--- src/rtl/timer_pkg.sv ---
// Shared types and register map for the multi-channel timer array.
// Register offsets are word indices within a channel's 16-byte window.
package timer_pkg;

  typedef enum logic [1:0] {
    IDLE,
    LOAD,
    CNT,
    INT
  } state_t;

  localparam logic [1:0] REG_CTRL   = 2'd0;
  localparam logic [1:0] REG_PRESET = 2'd1;
  localparam logic [1:0] REG_COUNT  = 2'd2;
  localparam logic [1:0] REG_STATUS = 2'd3;

  localparam logic [1:0] MODE_ONESHOT = 2'd0;
  localparam logic [1:0] MODE_RELOAD  = 2'd1;

  localparam int CTRL_EN   = 0;
  localparam int CTRL_MODE = 1;
  localparam int CTRL_IM   = 3;
  localparam int CTRL_DIV  = 8;

endpackage

--- src/rtl/timer_channel.sv ---
// One timer channel: registers, prescaler and the IDLE/LOAD/CNT/INT FSM.
// Write ordering inside the clocked block gives expiry-over-W1C and CPU-over-FSM.
module timer_channel
  import timer_pkg::*;
#(
  parameter int CNT_W   = 32,
  parameter int PRESC_W = 8
) (
  input  logic             clk,
  input  logic             reset,
  input  logic             i_we,
  input  logic [3:0]       i_byteen,
  input  logic [31:0]      i_wdata,
  input  logic [1:0]       i_sel,
  output logic [3:0][31:0] o_rd,
  output logic             o_irq
);

  state_t               r_state;
  logic                 r_en;
  logic [1:0]           r_mode;
  logic                 r_im;
  logic [PRESC_W-1:0]   r_div;
  logic [CNT_W-1:0]     r_preset;
  logic [CNT_W-1:0]     r_count;
  logic [PRESC_W-1:0]   r_presc;
  logic                 r_pend;

  logic [31:0]          w_mask;
  logic                 w_wr_ctrl;
  logic                 w_wr_pre;
  logic                 w_wr_stat;
  logic                 w_tick;
  logic [PRESC_W-1:0]   w_div_m;
  logic [CNT_W-1:0]     w_pre_m;

  assign w_mask = {{8{i_byteen[3]}}, {8{i_byteen[2]}},
                   {8{i_byteen[1]}}, {8{i_byteen[0]}}};

  assign w_wr_ctrl = i_we && (i_sel == REG_CTRL);
  assign w_wr_pre  = i_we && (i_sel == REG_PRESET);
  assign w_wr_stat = i_we && (i_sel == REG_STATUS);
  assign w_tick    = (r_presc == r_div);

  assign w_div_m = (r_div & ~w_mask[CTRL_DIV +: PRESC_W])
                 | (i_wdata[CTRL_DIV +: PRESC_W]
                    & w_mask[CTRL_DIV +: PRESC_W]);
  assign w_pre_m = (r_preset & ~w_mask[CNT_W-1:0])
                 | (i_wdata[CNT_W-1:0] & w_mask[CNT_W-1:0]);

  always_ff @(posedge clk or posedge reset) begin
    if (reset) begin
      r_state  <= IDLE;
      r_en     <= 1'b0;
      r_mode   <= MODE_ONESHOT;
      r_im     <= 1'b0;
      r_div    <= '0;
      r_preset <= '0;
      r_count  <= '0;
      r_presc  <= '0;
      r_pend   <= 1'b0;
    end else begin
      if (w_wr_stat && i_byteen[0] && i_wdata[0])
        r_pend <= 1'b0;

      unique case (r_state)
        IDLE: begin
          if (r_en)
            r_state <= LOAD;
        end
        LOAD: begin
          r_count <= r_preset;
          r_presc <= '0;
          r_state <= CNT;
        end
        CNT: begin
          if (!r_en) begin
            r_state <= IDLE;
          end else begin
            r_presc <= w_tick ? '0 : r_presc + PRESC_W'(1);
            if (w_tick) begin
              if (r_count > CNT_W'(1)) begin
                r_count <= r_count - CNT_W'(1);
              end else begin
                r_count <= '0;
                r_pend  <= 1'b1;
                r_state <= INT;
              end
            end
          end
        end
        INT: begin
          if (r_mode == MODE_RELOAD) begin
            r_state <= LOAD;
          end else begin
            r_en    <= 1'b0;
            r_state <= IDLE;
          end
        end
        default: r_state <= IDLE;
      endcase

      // Placed after the FSM so a same-cycle CPU write of EN takes effect.
      if (w_wr_ctrl && i_byteen[0]) begin
        r_en   <= i_wdata[CTRL_EN];
        r_mode <= i_wdata[CTRL_MODE +: 2];
        r_im   <= i_wdata[CTRL_IM];
      end
      if (w_wr_ctrl)
        r_div <= w_div_m;
      if (w_wr_pre)
        r_preset <= w_pre_m;
    end
  end

  always_comb begin
    o_rd = '0;
    o_rd[REG_CTRL][CTRL_EN]             = r_en;
    o_rd[REG_CTRL][CTRL_MODE +: 2]      = r_mode;
    o_rd[REG_CTRL][CTRL_IM]             = r_im;
    o_rd[REG_CTRL][CTRL_DIV +: PRESC_W] = r_div;
    o_rd[REG_PRESET][CNT_W-1:0]         = r_preset;
    o_rd[REG_COUNT][CNT_W-1:0]          = r_count;
    o_rd[REG_STATUS][0]                 = r_pend;
  end

  assign o_irq = r_pend & r_im;

endmodule

--- src/rtl/timer_array.sv ---
// N_CH-channel down-counter peripheral behind a single register window.
// Channel select is addr[4 +: log2(N_CH)]; out-of-range channels read 0.
module timer_array
  import timer_pkg::*;
#(
  parameter int N_CH    = 2,
  parameter int CNT_W   = 32,
  parameter int PRESC_W = 8
) (
  input  logic            clk,
  input  logic            reset,
  input  logic [31:0]     addr,
  input  logic            we,
  input  logic [3:0]      byteen,
  input  logic [31:0]     wdata,
  output logic [31:0]     rdata,
  output logic [N_CH-1:0] irq
);

  localparam int CH_W = (N_CH > 1) ? $clog2(N_CH) : 1;

  logic [CH_W-1:0]  w_ch;
  logic [1:0]       w_sel;
  logic [N_CH-1:0]  w_hit;
  logic [3:0][31:0] w_rd [N_CH];
  logic             w_unused;

  assign w_sel    = addr[3:2];
  assign w_unused = ^{addr[31:4+CH_W], addr[1:0]};

  if (N_CH > 1) begin : g_multi
    assign w_ch = addr[4 +: CH_W];
  end else begin : g_single
    assign w_ch = '0;
  end

  for (genvar g = 0; g < N_CH; g++) begin : g_ch
    assign w_hit[g] = (w_ch == CH_W'(g));

    timer_channel #(
      .CNT_W   (CNT_W),
      .PRESC_W (PRESC_W)
    ) u_ch (
      .clk      (clk),
      .reset    (reset),
      .i_we     (we && w_hit[g]),
      .i_byteen (byteen),
      .i_wdata  (wdata),
      .i_sel    (w_sel),
      .o_rd     (w_rd[g]),
      .o_irq    (irq[g])
    );
  end

  always_comb begin
    rdata = '0;
    for (int i = 0; i < N_CH; i++)
      if (w_hit[i])
        rdata = w_rd[i][w_sel];
  end

endmodule
--- config.mk ---
export PLATFORM = sky130hd
export DESIGN_NAME = timer_array
export DESIGN_NICKNAME = d
export VERILOG_FILES = /design/src/rtl/timer_pkg.sv /design/src/rtl/timer_channel.sv /design/src/rtl/timer_array.sv
export SDC_FILE = /design/constraint.sdc
export NUM_CORES = 1
export LEC_CHECK = 0
export CAP_MARGIN = 5
export CORE_MARGIN = 4
export CORE_UTILIZATION = 53
export CTS_CLUSTER_DIAMETER = 150
export DETAILED_ROUTE_END_ITERATION = 8
export GPL_TIMING_DRIVEN = 0
export PLACE_DENSITY = 0.83
export SLEW_MARGIN = 20
export SYNTH_ARGS = -nofsm -noshare
export SYNTH_HDL_FRONTEND = slang
export SYNTH_HIERARCHICAL = 1
export SYNTH_SLANG_ARGS = --single-unit
--- constraint.sdc ---
create_clock -name clk -period 3.3 [get_ports clk]
set_input_delay 0.99 -clock clk [delete_from_list [all_inputs] [get_ports clk]]
set_output_delay 0.99 -clock clk [all_outputs]
set_load 0.01 [all_outputs]
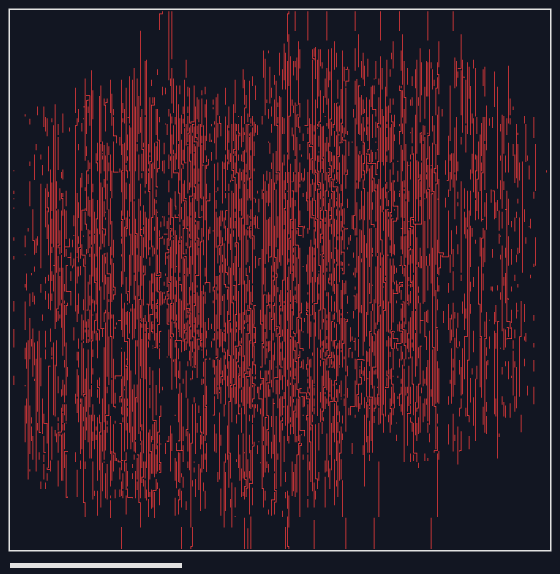
**Above:** run 1 (signal wires on met2).
The bar under the picture is 50 microns long.
wire length on this layer: 17,600 microns
share of all routed wire: 46%
longest straight run: 65.3 microns
nets with wire on the layer: 1,167
main direction: vertical

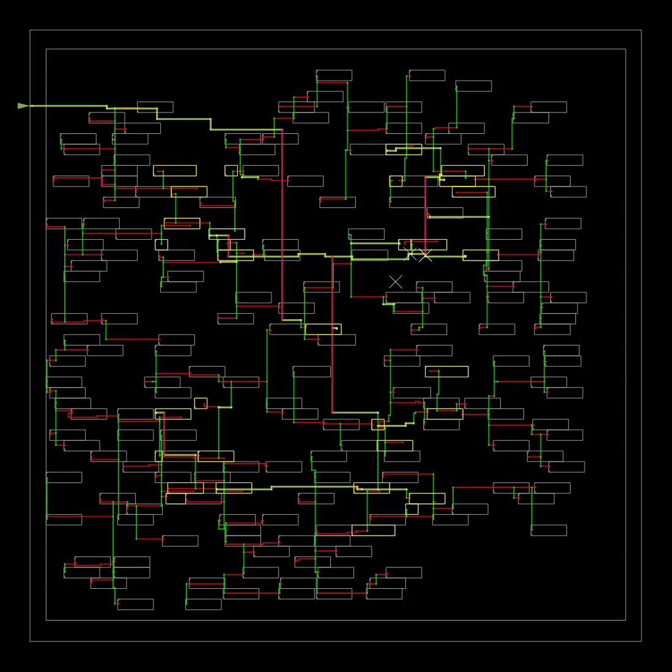
**Above:** run 1 (the clock network).
skew final: 0.0142 ns
TritonCTS Sinks: 174

==> results.py, run 1 <==
# Physical implementation metrics
metrics = {
    "global_routing": {
        "first_global_vias": 10300,
        "grt-busiest-layer": "met2",
        "grt.total_usage": 0.313,
    },
    "setup_path": {
        "timing.reg2reg.worst_path_depth": 8,
        "cp_max_fo": 8,
        "path_buffers": 5,
        "path_class": "in -> out",
    },
    "final_timing": {
        "max_freq_mhz": 293,
        "setup_violations": 23,
        "setup_ws_ns": -0.108,
    },
    "logic_synthesis": {
        "synth-async-reset-ratio": 1.00,
        "synth_adder_area_share": 0.00636,
        "avgSynthCellArea_sq_um": 10.8,
    },
    "floorplan": {
        "core_area_sq_um": 21900,
    },
    "detailed_routing": {
        "drcViolationCount": 4,
        "wl_microns": 38300,
    },
    "worst_hold_path": {
        "min_to": "g_ch[0].u_ch/r_im",
    },
    "placed_design": {
        "hpwl_microns": 25600,
        "pre_cts_slack_ns": -1.40,
    },
    "status": {
        "outcome": "finished with violations",
        "failed_checks": "design-rule violations, negative setup slack",
    },
}
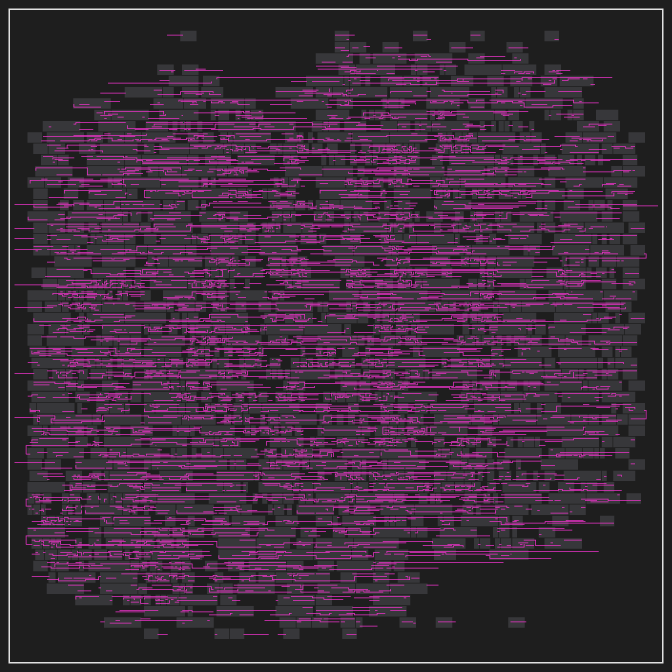
**Above:** run 1 (met1 routing).
wire length on this layer: 14,800 microns
share of all routed wire: 39%
main direction: horizontal
nets with wire on the layer: 1,251
longest straight run: 63.5 microns

==> run 2: changes to the inputs <==
CORE_UTILIZATION = 52   (was 53)
RECOVER_POWER = 100   (was unset)
SYNTH_HIERARCHICAL = unset   (was 1)
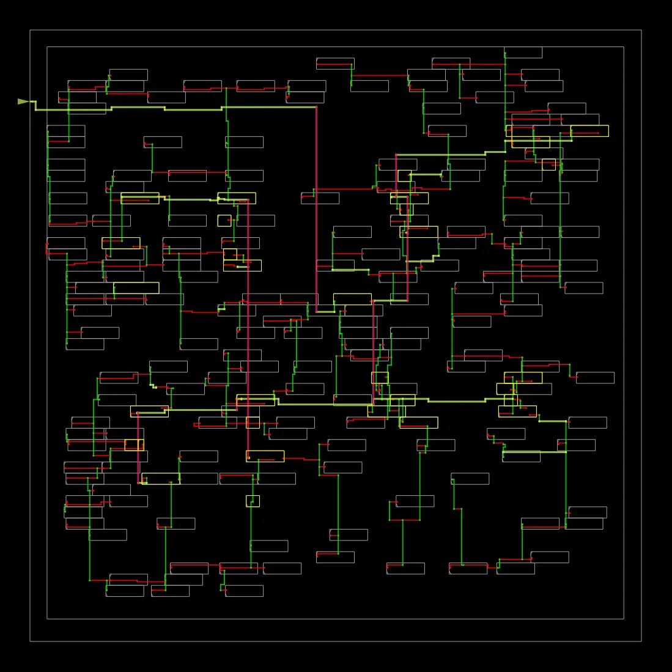
**Above:** run 2 (the clock network).
clock buffer count: 19
Late-Pin Clk Latency: 0.45 ns
skew final: 0.0134 ns
total CTS buffers: 17
clock group power: 2.06 mW

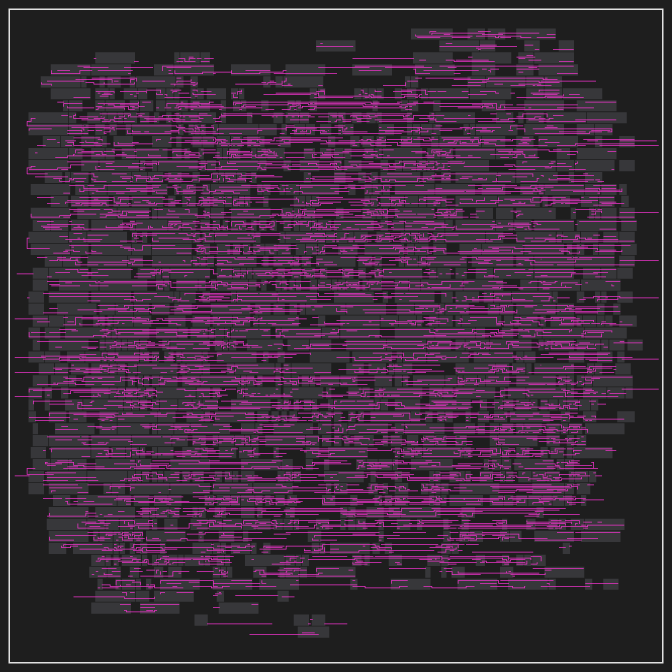
**Above:** run 2 (met1 routing).
total wire length: 37,300 microns
M1 GR Usage: 0.466

==> run 2 against run 1 <==
  * The flow finishes with violations (negative setup slack)
  * Total power is 0.61% lower
  * Sequential power is 2% higher
  * Via count is 0.56% lower
  * Design area is 12% lower
  * Register-to-register slack better by 0.15 ns
  * Worst setup slack better by 0.099 ns
  * First-iteration DRC count is 10% higher
  * Hold slack worse by 0.0043 ns
  * Clock skew is 0.00084 ns lower
  * Non-clock buffer count is 106 lower
  * Maximum frequency is 3.0% higher
  * Largest cell class unchanged
  * Largest power group unchanged
==> results.py, run 2 <==
# Physical implementation metrics
metrics = {
    "status": {
        "failed_checks": "negative setup slack",
        "outcome": "finished with violations",
    },
    "global_routing": {
        "first_global_vias": 9619,
        "grt.total_usage": 0.331,
    },
    "detailed_routing": {
        "drcViolationCount": 0,
    },
    "setup_path": {
        "timing.reg2reg.worst_path_depth": 6,
        "path_class": "in -> out",
        "cp_max_fo": 10,
    },
    "logic_synthesis": {
        "synth-async-reset-ratio": 1.00,
        "synth_adder_area_share": 0.0171,
        "ys_seq_frac": 0.426,
        "synth.comb.largest_family": "AND-OR/OR-AND gates",
    },
    "floorplan": {
        "core_area_sq_um": 19400,
        "die_h_microns": 148,
    },
    "final_timing": {
        "max_freq_mhz": 302,
        "setup_ws_ns": -0.00866,
        "setup_violations": 2,
    },
    "placed_design": {
        "hpwl_microns": 25200,
        "pre_cts_slack_ns": -1.17,
    },
    "clock_network": {
        "cts_sinks": 174,
    },
}
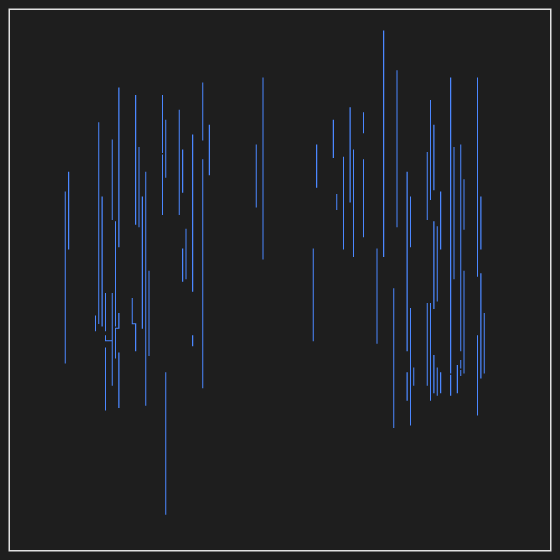
**Above:** run 2 (the metal 4 layer).
main direction: vertical
longest straight run: 80.9 microns
nets with wire on the layer: 65
share of all routed wire: 5.0%

Power and IR drop assume default switching activity.
